Figure 1. Supply network (run 1).
Pins as bars on the die edge. Tap cells in gray.
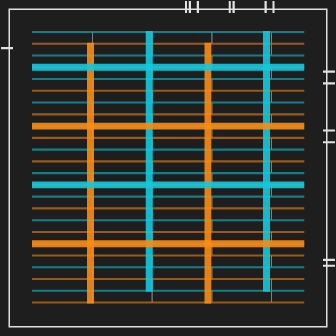
Figure 2. Cells colored by class (run 1).
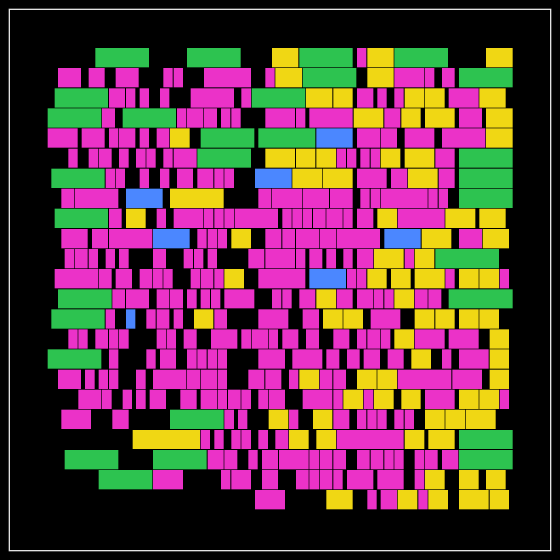
Figure 3. Routed clock nets over the placement (run 1).
The bar under the picture is 20 um long.
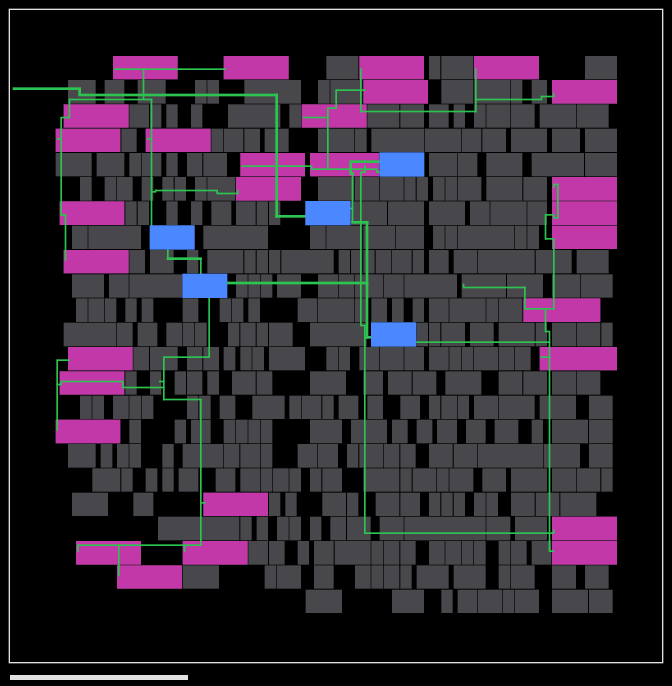
**config.mk**
```make
export PLATFORM = sky130hd
export DESIGN_NAME = traffic_light_ctrl
export DESIGN_NICKNAME = d
export VERILOG_FILES = /design/src/rtl/traffic_light_pkg.sv /design/src/rtl/traffic_light_ctrl_phase_timer.sv /design/src/rtl/traffic_light_ctrl.sv
export SDC_FILE = /design/constraint.sdc
export NUM_CORES = 1
export LEC_CHECK = 0
export ABC_AREA = 1
export CAP_MARGIN = 40
export CORE_MARGIN = 5
export CORE_UTILIZATION = 50
export DETAILED_ROUTE_END_ITERATION = 7
export PLACE_DENSITY_LB_ADDON = 0.12
export SKIP_LAST_GASP = 1
export SLEW_MARGIN = 5
export SYNTH_ARGS = -nofsm -noshare
export SYNTH_HDL_FRONTEND = slang
export SYNTH_SLANG_ARGS = --single-unit
```
**constraint.sdc**
```tcl
create_clock -name clk -period 2.4 [get_ports clk]
set_input_delay 0.36 -clock clk [delete_from_list [all_inputs] [get_ports clk]]
set_output_delay 0.36 -clock clk [all_outputs]
set_load 0.01 [all_outputs]
```
**src/rtl/traffic_light_pkg.sv**
```systemverilog
// Shared state codes, lamp encodings and the lamp decode for the intersection controller.
package traffic_light_pkg;

  typedef enum logic [2:0] {
    ST_ALLRED    = 3'd0,
    ST_NS_GREEN  = 3'd1,
    ST_NS_YELLOW = 3'd2,
    ST_EW_GREEN  = 3'd3,
    ST_EW_YELLOW = 3'd4,
    ST_PED_WALK  = 3'd5,
    ST_FLASH     = 3'd6
  } state_t;

  localparam logic [2:0] LAMP_RED = 3'b100;
  localparam logic [2:0] LAMP_YEL = 3'b010;
  localparam logic [2:0] LAMP_GRN = 3'b001;
  localparam logic [2:0] LAMP_OFF = 3'b000;

  typedef struct packed {
    logic [2:0] ns;
    logic [2:0] ew;
    logic       walk;
  } lamps_t;

  // Moore decode of a state (plus flash phase) into both lamp heads and the walk signal.
  function automatic lamps_t decode_lamps(input state_t s, input logic flash_on);
    lamps_t l;
    l.ns   = LAMP_RED;
    l.ew   = LAMP_RED;
    l.walk = 1'b0;
    case (s)
      ST_NS_GREEN:  l.ns = LAMP_GRN;
      ST_NS_YELLOW: l.ns = LAMP_YEL;
      ST_EW_GREEN:  l.ew = LAMP_GRN;
      ST_EW_YELLOW: l.ew = LAMP_YEL;
      ST_PED_WALK:  l.walk = 1'b1;
      ST_FLASH: begin
        l.ns = flash_on ? LAMP_YEL : LAMP_OFF;
        l.ew = flash_on ? LAMP_RED : LAMP_OFF;
      end
      default: ;
    endcase
    return l;
  endfunction

endpackage

```
**src/rtl/traffic_light_ctrl_phase_timer.sv**
```systemverilog
// Phase up-counter with clear-on-entry, end-of-phase compare and minimum-green compare.
module phase_timer #(
  parameter int unsigned CNT_W         = 16,
  parameter int unsigned MIN_GREEN_CYC = 60
) (
  input  logic             clk,
  input  logic             reset,
  input  logic             clear,
  input  logic [CNT_W-1:0] duration,
  output logic             done_c,
  output logic             min_reached_c
);

  logic [CNT_W-1:0] cnt;

  always_ff @(posedge clk) begin
    if (!reset) begin
      cnt <= '0;
    end else if (clear) begin
      cnt <= '0;
    end else begin
      cnt <= cnt + CNT_W'(1);
    end
  end

  // A phase of duration D ends in the cycle where cnt reaches D-1.
  always_comb begin
    done_c        = (cnt == (duration - CNT_W'(1)));
    min_reached_c = (cnt >= CNT_W'(MIN_GREEN_CYC - 1));
  end

endmodule

```
**src/rtl/traffic_light_ctrl.sv**
```systemverilog
// Two-road intersection controller: timed green/yellow/all-red cycle, pedestrian walk, night flash.
module traffic_light_ctrl
  import traffic_light_pkg::*;
#(
  parameter int unsigned GREEN_NS_CYC  = 300,
  parameter int unsigned GREEN_EW_CYC  = 200,
  parameter int unsigned YELLOW_CYC    = 50,
  parameter int unsigned ALLRED_CYC    = 20,
  parameter int unsigned MIN_GREEN_CYC = 60,
  parameter int unsigned WALK_CYC      = 100,
  parameter int unsigned FLASH_CYC     = 25,
  parameter int unsigned CNT_W         = 16
) (
  input  logic       clk,
  input  logic       reset,
  input  logic       night_mode,
  input  logic       ped_req,
  output logic [2:0] NS_light,
  output logic [2:0] EW_light,
  output logic       ped_walk,
  output logic [2:0] phase
);

  state_t           state, state_next;
  logic             dir, dir_next;
  logic             ped_pend, ped_pend_next;
  logic             flash_on, flash_on_next;
  logic [CNT_W-1:0] duration_c;
  logic             timer_clear_c;
  logic             done_c;
  logic             min_reached_c;
  lamps_t           lamps_next_c;

  phase_timer #(
    .CNT_W         (CNT_W),
    .MIN_GREEN_CYC (MIN_GREEN_CYC)
  ) u_phase_timer (
    .clk           (clk),
    .reset         (reset),
    .clear         (timer_clear_c),
    .duration      (duration_c),
    .done_c        (done_c),
    .min_reached_c (min_reached_c)
  );

  // Duration of the current phase; in FLASH it is the toggle half-period.
  always_comb begin
    duration_c = CNT_W'(ALLRED_CYC);
    case (state)
      ST_NS_GREEN:  duration_c = CNT_W'(GREEN_NS_CYC);
      ST_EW_GREEN:  duration_c = CNT_W'(GREEN_EW_CYC);
      ST_NS_YELLOW,
      ST_EW_YELLOW: duration_c = CNT_W'(YELLOW_CYC);
      ST_PED_WALK:  duration_c = CNT_W'(WALK_CYC);
      ST_FLASH:     duration_c = CNT_W'(FLASH_CYC);
      default:      duration_c = CNT_W'(ALLRED_CYC);
    endcase
  end

  always_ff @(posedge clk) begin
    if (!reset) begin
      state    <= ST_ALLRED;
      dir      <= 1'b0;
      ped_pend <= 1'b0;
      flash_on <= 1'b0;
    end else begin
      state    <= state_next;
      dir      <= dir_next;
      ped_pend <= ped_pend_next;
      flash_on <= flash_on_next;
    end
  end

  always_comb begin
    state_next    = state;
    dir_next      = dir;
    ped_pend_next = ped_pend;
    flash_on_next = flash_on;

    case (state)
      ST_ALLRED: begin
        if (done_c) begin
          if (night_mode)  state_next = ST_FLASH;
          else if (dir)    state_next = ST_EW_GREEN;
          else             state_next = ST_NS_GREEN;
        end
      end
      ST_NS_GREEN: begin
        if (done_c || (ped_pend && min_reached_c)) state_next = ST_NS_YELLOW;
      end
      ST_NS_YELLOW: begin
        if (done_c) begin
          dir_next   = 1'b1;
          state_next = ped_pend ? ST_PED_WALK : ST_ALLRED;
        end
      end
      ST_EW_GREEN: begin
        if (done_c || (ped_pend && min_reached_c)) state_next = ST_EW_YELLOW;
      end
      ST_EW_YELLOW: begin
        if (done_c) begin
          dir_next   = 1'b0;
          state_next = ped_pend ? ST_PED_WALK : ST_ALLRED;
        end
      end
      ST_PED_WALK: begin
        if (done_c) state_next = ST_ALLRED;
      end
      ST_FLASH: begin
        if (!night_mode) begin
          state_next = ST_ALLRED;
          dir_next   = 1'b0;
        end else if (done_c) begin
          flash_on_next = ~flash_on;
        end
      end
      default: state_next = ST_ALLRED;
    endcase

    if ((state_next == ST_FLASH) && (state != ST_FLASH)) flash_on_next = 1'b1;

    // Entry into walk or flash consumes the request; a new press on the same edge wins.
    if (((state_next == ST_PED_WALK) || (state_next == ST_FLASH)) && (state_next != state))
      ped_pend_next = 1'b0;
    if (ped_req && (state != ST_FLASH)) ped_pend_next = 1'b1;
  end

  // Counter restarts on every state change and on each flash half-period wrap.
  assign timer_clear_c = (state_next != state) || ((state == ST_FLASH) && done_c);

  // Outputs registered from the next-state decode, so lamps track the state register with no lag.
  assign lamps_next_c = decode_lamps(state_next, flash_on_next);

  always_ff @(posedge clk) begin
    if (!reset) begin
      NS_light <= LAMP_RED;
      EW_light <= LAMP_RED;
      ped_walk <= 1'b0;
      phase    <= 3'd0;
    end else begin
      NS_light <= lamps_next_c.ns;
      EW_light <= lamps_next_c.ew;
      ped_walk <= lamps_next_c.walk;
      phase    <= state_next;
    end
  end

endmodule

```
==> run summary, run 1 <==
Results of the flow run.

The count of TritonRoute iterations in the first routing pass stands at 4. The checks that failed: setup timing. The chip width stands at 73.1 um. The routability congestion estimate from global placement stands at about 0.94.

The post-detailed-route count of antenna-violating nets stands at 0. The data required time reported for the critical path is 2.61 ns. On the critical path the data arrives at 3.01 ns. The shortest clock period the worst path allows after layout stands at about 2.8 ns. The number of pins with negative max-slew slack in the final report stands at 0.

TritonCTS built the clock tree. Counting along the longest clock path gives a buffer depth of 2. Per Yosys stat, the portion of area used by sequential elements is between 20 and 30%. The detailed router finished its first iteration with slightly above 200 violations.

The floorplan has 23 rows. The net count of the mapped netlist stands at between 300 and 400. The launch point of the worst register-to-register path is recorded as phase[1]$_SDFF_PN0_. The final timing summary puts the cycle share of the worst path at 117%. According to the timing report, the critical path is captured at u_phase_timer.cnt[5]$_SDFF_PP0_. For reference, the critical path is launched at phase[1]$_SDFF_PN0_. Synthesis instantiated 31 different standard cells from the library.

The final layout report lists a filler cell count of approximately 290. Looking at the setup timing report, the critical path kind is flip-flop to flip-flop. The area growth from synthesis to final layout stands at 57.0%. The worst setup slack after layout stands at -0.401 ns. Per the timing report, the most critical flop-to-flop path finishes at u_phase_timer.cnt[5]$_SDFF_PP0_. The slack of the worst reg-to-reg path stands at -0.40 ns. The average wire length per cell after detail routing stands at about 16 um. Among the non-sequential cells, simple AND/OR/NAND/NOR gates take the most area. Dividing the detail-routed via count by the number of cells gives about 5.2. The worst-case reg-to-reg path depth stands at 23. Overall routing resource usage recorded by global route was between 20 and 25%. The flow reports an fmax of around 0.36 GHz. According to the Yosys statistics, the synthesized design has a chip area of 1990 um2. Synthesis produced a netlist whose cell count is between 300 and 400.

For this run, the script counts the antenna cells in the layout as 0. Setup repair after global routing could not meet its margin everywhere. The total via count after detailed routing stands at about 2300.

The portion of netlist area occupied by mux cells stands at 0%. The flow reports that combinational logic draws between 8 and 9% of the design power. The run finished, with violations left. By area the synthesized netlist is led by dfxtp_1, nand2_1, nand3_1. The warning tally printed by Yosys for this design is 0. The clock H-tree reported by CTS has 2 levels. The first global-routing pass estimated ~10000 um of wire. The synthesized netlist was found by Yosys to have about 300 cells.

STA classifies the critical path endpoint as a flip-flop. The area share of and-or/or-and cells after synthesis stands at 6.41%. The TritonCTS buffer count stands at 5. The number of clock sinks came to 29. The share of total power consumed by net switching stands at between 20% and 30%. The path class of the tightest hold or removal check is flip-flop to flip-flop.

The net count of the finished layout stands at ~400. Of all nets on the critical path, the largest fanout is 7. The final timing report lists a hold violation count of 0.

The synthesis run shows the most used standard cells to be nand2_1, inv_1, nor2_1, nand3_1, dfxtp_1. For reference, full adder, half adder and majority cells occupy ~1.3% of the area reported after synthesis. The average footprint of a synthesized cell stands at 6.44 um2. The DRC violation total left in the routed layout is recorded as 0. The cell sitting at the root of the clock tree is a clkbuf_8. The via count of the first global-routing pass came to approximately 2200. The analysis attributes to cell leakage a power of ~1.4 nW. From the final report, the count of setup violators was given as 28.

The post-synth tally of flip-flops with integrated enable stands at 0. The final power report lists total power as between 1 and 1.5 mW. The residual overflow from global routing stands at 0. The placement report lists the number of port buffers as 13. After clock tree synthesis, the flow added hold-fix buffers numbering 0. The wire length recorded after detailed routing is ~6900 um.

The internal portion of total power stands at roughly 0.75 mW. The power report attributes to the sequential group a share of about half.
-- Figure 1 (at the start) --
Key: VSS = orange; VDD = cyan
The core has 23 rows. 4 straps on met5. 50 tap cells. 14 signal pins sit on the boundary. 24 met1 rails follow the rows.
Floorplan Core Area: 3940 um2
maximum vdd ir drop: 0.000330 V
die y size: 73.1 um

-- Figure 2 (at the start) --
Key: combinational and other logic = magenta [cells 276]; remaining buffers and delay cells = yellow [cells 80]; clock drivers and dummy loads = blue [cells 7]; sequential cells = green [cells 29]
utilization of the core after routing: 79.3%
Final Instance Area: 3130 um2

-- Figure 3 (at the start) --
Key: clock wires = green [length 485 um]; clock drivers = blue [count 5]; flip-flops = magenta [count 29]
There are 6 routed clock nets.
Clk pwr share: 42.4%
worst skew pair latency: 0.29 ns
power consumed by the clock network: 0.426 mW
worst clock skew: 0.0132 ns

-- run 1: power by group through the flow --
| stage | registers [mW] | clock network (mW) | logic, mW |
|---|---|---|---|
| 4_1_cts | 0.491 | 0.410 | 0.0695 |
| 3_5_place_dp | 0.504 | 0 | 0.0656 |
| 5_1_grt | 0.492 | 0.442 | 0.0939 |
| 6_report | 0.492 | 0.426 | 0.0865 |
| 3_3_place_gp | 0.504 | 0 | 0.0646 |
| 2_1_floorplan | 0.502 | 0 | 0.0448 |
-- run 1: timing repair --
action,CTS,global route
gates resized,34,58
endpoints found under the setup margin,28,29
pin swaps,10,26
buffers inserted,28,5
cloned,0,1
-- run 1: area by class of cell --
class | count | area [um2] | area share [%]
Inverter | 45 | 181 | 5.80
Sequential cell | 29 | 589 | 18.9
Multi-Input combinational cell | 231 | 1490 | 47.8
Timing Repair Buffer | 80 | 712 | 22.8
Tap cell | 50 | 62.6 | 2.00
Clock buffer | 7 | 86.3 | 2.76
-- run 1: routing by layer --
layer	GRT usage (%)	up-vias	wire (um)	part of all wire [%]
met2	40.3	78	3560	52
met4	11.3	0	240	3.5
li1	-	1157	-	-
met5	0	-	0	0
met3	4.27	23	383	5.5
met1	30.8	1047	2720	39
-- run 1: critical path, stage by stage (launching register included) --
cell	delay, ns
dfxtp_4	0.38
nor2_4	0.05
nor2_4	0.10
inv_2	0.06
nor2_4	0.12
inv_2	0.06
ha_4	0.27
nand2_2	0.05
nand2_2	0.07
nand3_2	0.10
nor2_4	0.12
nand2_2	0.07
nor2_4	0.12
nand4_1	0.13
nand2_2	0.14
nand2_2	0.08
nand2_2	0.09
nand3_1	0.07
nand2_1	0.08
nand3_2	0.12
nor2_4	0.14
inv_4	0.06
clkbuf_16	0.16
a21oi_2	0.10
-- run 1: cell usage in the layout (no fill, tap or decap), drive strengths merged --
master / synthesis / layout
or2: 2 / 2
and3: 2 / 2
nand3b: 1 / 1
a31oi: 2 / 2
nor4: 1 / 1
clkbuf: 0 / 8
nor3: 15 / 15
inv: 45 / 45
o22ai: 1 / 1
buf: 4 / 66
xor2: 2 / 2
nand2: 91 / 91
xnor2: 2 / 2
o211ai: 1 / 1
clkdlybuf4s50: 0 / 13
nor2: 49 / 49
dfxtp: 29 / 29
a21oi: 8 / 8
nand3: 37 / 37
ha: 2 / 2
a211oi: 1 / 1
o21ai: 7 / 7
nand4: 7 / 7
-- run 1: sequential cells by signal, indices dropped and copies added (netlist names) --
name,count
EW_light,3
NS_light,3
dir,1
flash_on,1
ped_pend,1
ped_walk,1
phase,3
u_phase_timer.cnt,16
-- run 1: through the flow --
step                instances  hold WS [ns]  area, um2  setup WS [ns]  setup TNS [ns]
floorplan                 309         0.439       2000         -0.247           -3.70
global placement          406         0.451       2450         -0.300           -6.16
detailed placement        406         0.457       2450         -0.435           -8.09
CTS                       441         0.473       2880         -0.315           -6.40
global route              442         0.497       3130         -0.586          -13.30
finish                    442         0.474       3130         -0.401           -8.05
-- run 1: cell families (layout without fill, tap and decap cells) --
logic type,count (synthesis),count (layout)
simple gates,205,205
compound gates,20,20
xor+xnor,4,4
fa+ha+maj,2,2
buf+inv,49,132
flops,29,29
==> run 1 -> run 2 <==
ABC_AREA = default   (was 1)
PLACE_DENSITY = 0.72   (was default)
PLACE_DENSITY_LB_ADDON = default   (was 0.12)
==> run 2 against run 1 <==
The flow still finishes with violations (setup timing). Critical path depth is 11 lower. Die area is 2.8% higher. Hold slack better by 0.020 ns. Combinational power is 11% lower. First-iteration DRC count is 18% higher. Design area is 8.5% lower. Register-to-register slack worse by 0.11 ns. Largest cell class unchanged. Maximum frequency is 3.8% lower. Global-route usage is 2.2 points lower. Sequential cell count stayed put. Total power is 8.8% higher. Worst setup slack worse by 0.11 ns.
==> run summary, run 2 <==
Results of the flow run.

Result of the run: complete, but fails checks (unchanged). Violated checks: setup timing (unchanged). The shortest clock period the worst path allows after layout stands at 2.91 ns (was 2.80 ns). The insertion delay at the late pin of the worst-skew pair is 0.28 ns (was 0.29 ns). The nature of the critical path endpoint is a flip-flop (unchanged). The total power came to 1.09 mW (was 1.00 mW). The routability congestion estimate from global placement stands at 0.843 (was 0.943). The post-synthesis sequential element count was 29 (unchanged). The number of rows in the core area is 23 (unchanged). The net count of the mapped netlist stands at 239 (was 315). The post-detailed-route count of antenna-violating nets was 0 (unchanged).

The average wire length per cell after detail routing was 16.3 um (was 15.6 um). The maximum ir drop on the vdd rail was 0.000569 V (was 0.000330 V). The setup TNS stands at -12.34 ns (was -8.05 ns). The number of different library cells in the post-synthesis netlist was 68 (was 31). The maximum number of pins on one net before global-route repair came to 27 (was 16). The post-synthesis instance area was 2050 um2 (was 1990 um2).

The number of sinks on the clock net is 29 (unchanged). The footprint of the flip-flops and latches stands at 587 um2 (was 589 um2). The final cell utilization of the core stands at 71.5% (was 79.3%). The area fraction in xor and xnor cells stands at 8.47% (was 1.76%). The count of final setup violators was 29 (was 28). The slew at the pin closest to its max-slew limit was 0.422 ns (was 0.388 ns).

The portion of the post-synthesis area used by sequential elements is 28.3% (was 29.2%). The worst setup slack after layout is -0.511 ns (was -0.401 ns). The cts-stage hold buffer count was 0 (unchanged). Top cells by area in the synthesized netlist: dfxtp_1, xnor2_1, nor2_1 (was dfxtp_1, nand2_1, nand3_1). The smallest hold slack was 0.494 ns (was 0.474 ns). The post-CTS clock slew at the launch and capture registers of the worst setup and hold paths came to 0.07 ns (was 0.06 ns).

Leading post-synthesis cells by instance count: dfxtp_1, nor2_1, xnor2_1, nand3_1 (was nand2_1, inv_1, nor2_1, nand3_1, dfxtp_1). The area growth from synthesis to final layout stands at 39.2% (was 57.0%). The basic-gate share of the synthesized area counting and, or, nand and nor cells is 30.2% (was 50.5%). The total die size came to 5490 um2 (was 5340 um2). The number of instances in the synthesized netlist stands at 233 (was 309). The average footprint of a synthesized cell stands at 8.82 um2 (was 6.44 um2). The via count of the first global-routing pass stands at 2003 (was 2242). RSZ-0062 raised after global routing: yes (unchanged). The post-synth tally of flip-flops with integrated enable is 0 (unchanged). The chip height stands at 74.1 um (was 73.1 um). The TritonCTS buffer count was 5 (unchanged). The clock root buffer was clkbuf_8 (unchanged). The detailed-route DRC error count was 0 (unchanged). The TritonCTS clock tree was built (unchanged).

The half-perimeter wire length after placement was 3580 um (was 4030 um). The largest family of logic cells by area is simple AND/OR/NAND/NOR gates (unchanged). The largest fanout of any net on the critical path stands at 6 (was 7). The area share of and-or/or-and cells after synthesis stands at 18.8% (was 6.41%). The final clock skew stands at 0.0122 ns (was 0.0132 ns). The final tally of hold violations stands at 0 (unchanged). The required time at the endpoint of the critical path is 2.57 ns (was 2.61 ns).

The count of buffers inserted at the top-level ports stands at 13 (unchanged). The wire length of the first global-routing pass was 9470 um (was 10200 um). The number of DRC markers in iteration 0 stands at 243 (was 206).

The total of fill cells in the finished design stands at 279 (was 289). The maximum level of the CTS H-tree is 2 (unchanged). The total I/O pin count was 14 (unchanged). The slack of the worst reg-to-reg path is -0.51 ns (was -0.40 ns).

The total via count after detailed routing was 1950 (was 2305). The synthesized chip area reported by yosys stands at 2050 um2 (was 1990 um2). The multi-input combinational cell area stands at 1500 um2 (was 1490 um2).

The yosys warning tally is 0 (unchanged). The signal arrival time at the worst endpoint stands at 3.08 ns (was 3.01 ns). The share of synthesized cell area in full adder, half adder and majority cells stands at 1.22% (was 1.26%). The max-capacitance violation count was 0 (unchanged). The worst min-delay path class was flip-flop to flip-flop (unchanged). The number of warnings in the stage logs was 29 (unchanged).

The number of pins with negative max-slew slack in the final report stands at 0 (unchanged). The antenna diode count stands at 0 (unchanged). The total wirelength of the detailed-routed design stands at 5570 um (was 6900 um). The post-layout period usage of the worst path stands at 121% (was 117%). The most frequently used cell type in the post-synthesis netlist is dfxtp_1 (was nand2_1). The highest clock rate came to 0.344 GHz (was 0.357 GHz). The leakage power figure stands at 1.08 nW (was 1.43 nW).

The maximum root-to-sink buffer count was 2 (unchanged). The register containing the most flip-flops in the final layout is u_phase_timer.cnt (unchanged). The placeable core area was 4000 um2 (was 3940 um2).

The most used logic cell in the final layout is buf_4 (was nand2_1). The number of flip-flops in the largest register stands at 16 (unchanged). The cell count listed in synth_stat.txt stands at 233 (was 309). The portion of netlist area occupied by mux cells came to 4.45% (was 0%). The chip width came to 74.1 um (was 73.1 um). The detail-routed via count per cell stands at 5.70 (was 5.21). The net count of the finished layout stands at 297 (was 398). The initial antenna violation count stands at 0 (unchanged). The startpoint kind of the worst setup timing path is a flip-flop (unchanged). The count of TritonRoute iterations in the first routing pass is 4 (unchanged). The type of the worst setup path is flip-flop to flip-flop (unchanged).

Top cells excl fill/tap: buf_4, dfxtp_1, nor2_1, clkdlybuf4s50_1, xnor2_1 (was nand2_1, buf_4, inv_1, nor2_1, nand3_1). The most frequently used flop master after synthesis is dfxtp_1 (unchanged). The residual overflow from global routing is 0 (unchanged).
-- run 2: per-layer routing --
| metal | global-route usage (%) | vias to the layer above | wire (um) |
|---|---|---|---|
| met5 | 0 | - | 0 |
| met4 | 6.84 | 0 | 97 |
| met3 | 4.86 | 12 | 256 |
| met2 | 36.5 | 56 | 2720 |
| met1 | 29.1 | 940 | 2490 |
| li1 | - | 942 | - |
-- run 2: cells by family (layout without fill, tap and decap cells) --
group / count (synthesis) / count (layout)
and+or+nand+nor: 105 / 106
AOI/OAI and AO/OA: 42 / 43
DFF: 29 / 29
buffers and inverters: 28 / 85
xor gates and xnor gates: 19 / 19
muxes: 8 / 8
adders and majority gates: 2 / 2
-- run 2: cell type report --
cell class	count	share of cell area (%)
well taps	50	2.19
clock buffers	7	3.02
inverters	12	1.66
repair buffers	65	19.0
flip-flops and latches	29	20.5
clock inverters	1	1.05
multi-input cells	178	52.5
-- run 2: metrics by stage --
step	worst slack [ns]	cells	cell area, um2
after global routing	-0.669	342	2860
final	-0.511	342	2860
after CTS	-0.450	340	2810
after detailed placement	-0.650	325	2530
after floorplan	-0.503	233	2150
after global placement	-0.594	325	2530
-- run 2: final timing paths --
kind / startpoint / end / depth (start not counted)
worst max-delay path: phase[2]$_SDFF_PN0_ / EW_light[2]$_SDFF_PN1_ / 12
worst min-delay path: dir$_SDFFE_PN0P_ / dir$_SDFFE_PN0P_ / 1
worst max register to register: phase[2]$_SDFF_PN0_ / EW_light[2]$_SDFF_PN1_ / 12
worst min register to register: dir$_SDFFE_PN0P_ / dir$_SDFFE_PN0P_ / 1
-- run 2: power breakdown --
part / total (mW) / switching [mW] / internal [mW]
combinational: 0.0770 / 0.0437 / 0.0333
clock: 0.520 / 0.182 / 0.338
sequential: 0.496 / 0.00972 / 0.486
total: 1.09 / 0.235 / 0.857
-- run 2: worst max-delay path: stages, from the launching register on --
cell       delay (ns)
dfxtp_4          0.39
nor2b_4          0.15
and2_4           0.16
inv_4            0.04
ha_4             0.18
or3_1            0.34
o211ai_1         0.09
a32o_2           0.29
o2111ai_4        0.23
mux2_4           0.38
o22ai_4          0.16
o21ai_1          0.09
a221o_1          0.32
-- run 2: timing repair --
action,CTS,global route
pin swaps,8,5
endpoints found under the setup margin,29,29
buffers inserted,6,2
gates cloned,1,1
resized,19,6
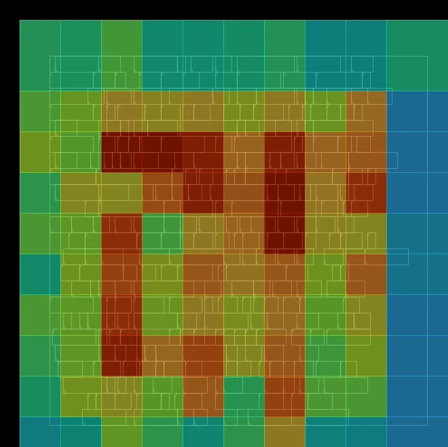
Figure 4: run 2, routing congestion.
GR Layer Usage met3: 4.86%
overall global routing resource usage: 22.2%

==> run 2 -> run 3 <==
SKIP_CTS_REPAIR_TIMING = 1   (was default)
==> run 3 against run 2 <==
Synthesized cell count unchanged. Wire length increased by 7.1%. Sequential cell count unchanged. Clock power about the same. First-iteration DRC count increased by 14%. The flow still finishes with violations (setup timing). Utilization increased by 1.5 points. Final cell count increased by 0.88%. Hold slack about the same.
==> run summary, run 3 <==
Results of the flow run.

Result of the run: complete, but fails checks (unchanged). Violated checks: setup timing (unchanged). The required time at the endpoint of the critical path stands at 2.56 ns (was 2.57 ns). The worst setup slack after layout is -0.596 ns (was -0.511 ns). The worst-case reg-to-reg path depth stands at 13 (was 12). The final tally of hold violations is 0 (unchanged). The total via count after detailed routing came to 2028 (was 1950).

The most frequently used flop master after synthesis is dfxtp_1 (unchanged). The maximum number of pins on one net before global-route repair is 27 (unchanged). The smallest hold slack is 0.494 ns (about the same). The tightest slew margin relative to the limit stands at 71.3% (was 71.5%). The initial antenna violation count stands at 0 (unchanged).

The switching power was 0.239 mW (was 0.235 mW). The largest fanout of any net on the critical path came to 7 (was 6). The cell depth of the worst min-delay path came to 1 (unchanged). The most used logic cell in the final layout is buf_4 (unchanged). The yosys warning tally stands at 0 (unchanged). The average wire length per cell after detail routing came to 17.3 um (was 16.3 um).

The count of buffers inserted at the top-level ports was 13 (unchanged). Top cells excl fill/tap: buf_4, dfxtp_1, nor2_1, clkdlybuf4s50_1, xnor2_1 (unchanged). The basic-gate share of the synthesized area counting and, or, nand and nor cells came to 30.2% (unchanged).

The pre-CTS setup slack was -0.650 ns (unchanged). The half-perimeter wire length after placement was 3580 um (unchanged). RSZ-0062 raised after global routing: yes (unchanged). The number of different library cells in the post-synthesis netlist stands at 68 (unchanged). The post-CTS clock slew at the launch and capture registers of the worst setup and hold paths is 0.07 ns (about the same). The post-detailed-route count of antenna-violating nets stands at 0 (unchanged).

The number of instances in the synthesized netlist stands at 233 (unchanged). The total power is 1.10 mW (was 1.09 mW). The part of the power in the clock network stands at 47.3% (was 47.6%). The total I/O pin count came to 14 (unchanged). The highest clock rate came to 0.334 GHz (was 0.344 GHz). The total of fill cells in the finished design came to 266 (was 279). The footprint of the flip-flops and latches is 587 um2 (unchanged).

The detail-routed via count per cell stands at 5.88 (was 5.70). The proportion of power drawn by flip-flops and latches is 45.1% (was 45.4%). The number of flip-flops in the largest register came to 16 (unchanged). The worst min-delay path class was flip-flop to flip-flop (unchanged). The nature of the critical path endpoint is a flip-flop (unchanged). The number of DRC markers in iteration 0 came to 276 (was 243). The post-placement cell count stands at 325 (unchanged).

The area growth from synthesis to final layout stands at 42.1% (was 39.2%). The wire length of the first global-routing pass was 8650 um (was 9470 um). The number of pins with negative max-slew slack in the final report stands at 0 (unchanged).

The cell count listed in synth_stat.txt stands at 233 (unchanged). The shortest clock period the worst path allows after layout came to 3.00 ns (was 2.91 ns). The detailed-route DRC error count came to 0 (unchanged).

The net count of the mapped netlist came to 239 (unchanged). Leading post-synthesis cells by instance count: dfxtp_1, nor2_1, xnor2_1, nand3_1 (unchanged). The post-synthesis instance area stands at 2050 um2 (unchanged). The post-layout period usage of the worst path stands at 125% (was 121%).

The number of sinks on the clock net stands at 29 (unchanged). The combinational share of power stands at 7.6% (was 7.0%). The number of warnings in the stage logs stands at 28 (was 29). The total track usage is 20.0% (was 22.2%). The slew at the pin closest to its max-slew limit stands at 0.423 ns (was 0.422 ns). The register containing the most flip-flops in the final layout is u_phase_timer.cnt (unchanged). The share of synthesized cell area in full adder, half adder and majority cells stands at 1.22% (unchanged). The final cell count without fillers came to 345 (was 342). The most frequently used cell type in the post-synthesis netlist is dfxtp_1 (unchanged). The multi-input combinational cell area stands at 1510 um2 (was 1500 um2).

The type of the worst setup path is flip-flop to flip-flop (unchanged). The routability congestion estimate from global placement stands at 0.843 (unchanged). The signal arrival time at the worst endpoint stands at 3.16 ns (was 3.08 ns). The TritonCTS clock tree was built (unchanged).

The maximum root-to-sink buffer count stands at 2 (unchanged). The residual overflow from global routing came to 0 (unchanged). The startpoint kind of the worst setup timing path is a flip-flop (unchanged).

The net count of the finished layout stands at 300 (was 297). The maximum level of the CTS H-tree stands at 2 (unchanged). The share of total power consumed by net switching was 21.7% (was 21.5%).

The clock root buffer is clkbuf_8 (unchanged). The post-synthesis sequential element count stands at 29 (unchanged). The count of final setup violators stands at 29 (unchanged). The portion of netlist area occupied by mux cells stands at 4.45% (unchanged). The largest family of logic cells by area is simple AND/OR/NAND/NOR gates (unchanged). The leakage power figure stands at 1.11 nW (was 1.08 nW). The area fraction in xor and xnor cells came to 8.47% (unchanged). The final clock skew was 0.0129 ns (was 0.0122 ns). The internal portion of total power is 0.862 mW (was 0.857 mW). The area share of and-or/or-and cells after synthesis was 18.8% (unchanged). The antenna diode count is 0 (unchanged). The total wirelength of the detailed-routed design is 5960 um (was 5570 um). The post-synth tally of flip-flops with integrated enable was 0 (unchanged). The count of TritonRoute iterations in the first routing pass is 5 (was 4).

The portion of the post-synthesis area used by sequential elements came to 28.3% (unchanged). The TritonCTS buffer count stands at 5 (unchanged). The average footprint of a synthesized cell stands at 8.82 um2 (unchanged).
-- run 3: cell type report --
| type | instances | share of cell area (%) |
|---|---|---|
| Tap cell | 50 | 2.14 |
| Clock buffer | 7 | 2.96 |
| Clock inverter | 1 | 1.03 |
| Multi-Input combinational cell | 178 | 51.5 |
| Timing Repair Buffer | 68 | 20.7 |
| Sequential cell | 29 | 20.1 |
| Inverter | 12 | 1.54 |
-- run 3: worst paths after layout --
kind / startpoint / to / slack, ns
max: phase[2]$_SDFF_PN0_ / EW_light[2]$_SDFF_PN1_ / -0.60
min: dir$_SDFFE_PN0P_ / dir$_SDFFE_PN0P_ / 0.49
max reg2reg: phase[2]$_SDFF_PN0_ / EW_light[2]$_SDFF_PN1_ / -0.60
min reg2reg: dir$_SDFFE_PN0P_ / dir$_SDFFE_PN0P_ / 0.49
-- run 3: through the flow --
stage                     instance area (um2)  TNS [ns]
after detailed placement                 2530    -15.87
after floorplan                          2150    -10.91
final                                    2920    -14.84
after global placement                   2530    -15.02
after CTS                                2650    -16.23
after global routing                     2920    -18.01
-- run 3: cells by family (layout without fill, tap and decap cells) --
kind of cell | after synthesis | count (layout)
adder cells (fa/ha/maj) | 2 | 2
multiplexers | 8 | 8
buffers and inverters | 28 | 88
flip-flops | 29 | 29
AND-OR/OR-AND | 42 | 43
XOR/XNOR | 19 | 19
AND/OR/NAND/NOR | 105 | 106
-- run 3: per-layer routing --
layer	GRT usage (%)	wire length, um	vias to the layer above
met5	0	0	-
met4	7.04	125	0
met3	5.14	360	17
met2	31.6	2940	83
met1	26.3	2540	977
li1	-	-	951
-- run 3: critical path, stage by stage (launching register included) --
cell and delay [ns]:
dfxtp_4 0.39, nor2b_4 0.15, and2_4 0.15, inv_2 0.04
ha_4 0.20, or3_1 0.38, o211ai_1 0.10, a32o_2 0.30
o2111ai_4 0.22, o31ai_4 0.32, buf_6 0.15, nor2b_2 0.05
nand2b_1 0.14, a221o_1 0.31
-- run 3: power by group through the flow --
stage / clock (mW) / combinational, mW / sequential, mW
after detailed placement: 0 / 0.0682 / 0.506
after CTS: 0.529 / 0.0688 / 0.495
after global routing: 0.557 / 0.0909 / 0.496
final: 0.521 / 0.0843 / 0.496
after floorplan: 0 / 0.0486 / 0.503
after global placement: 0 / 0.0673 / 0.505
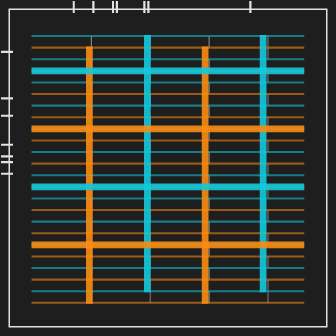
Figure 5: run 3, supply network.
Pins as bars on the die edge. Tap cells in gray.
Key: VDD = cyan; VSS = orange
4 straps on met5. 14 signal pins sit on the boundary.
Floorplan Core Area: 4000 um2
maximum vdd ir drop: 0.000574 V
width of the die: 74.1 um
die y size: 74.1 um

Power is estimated from default activity; no workload was simulated.
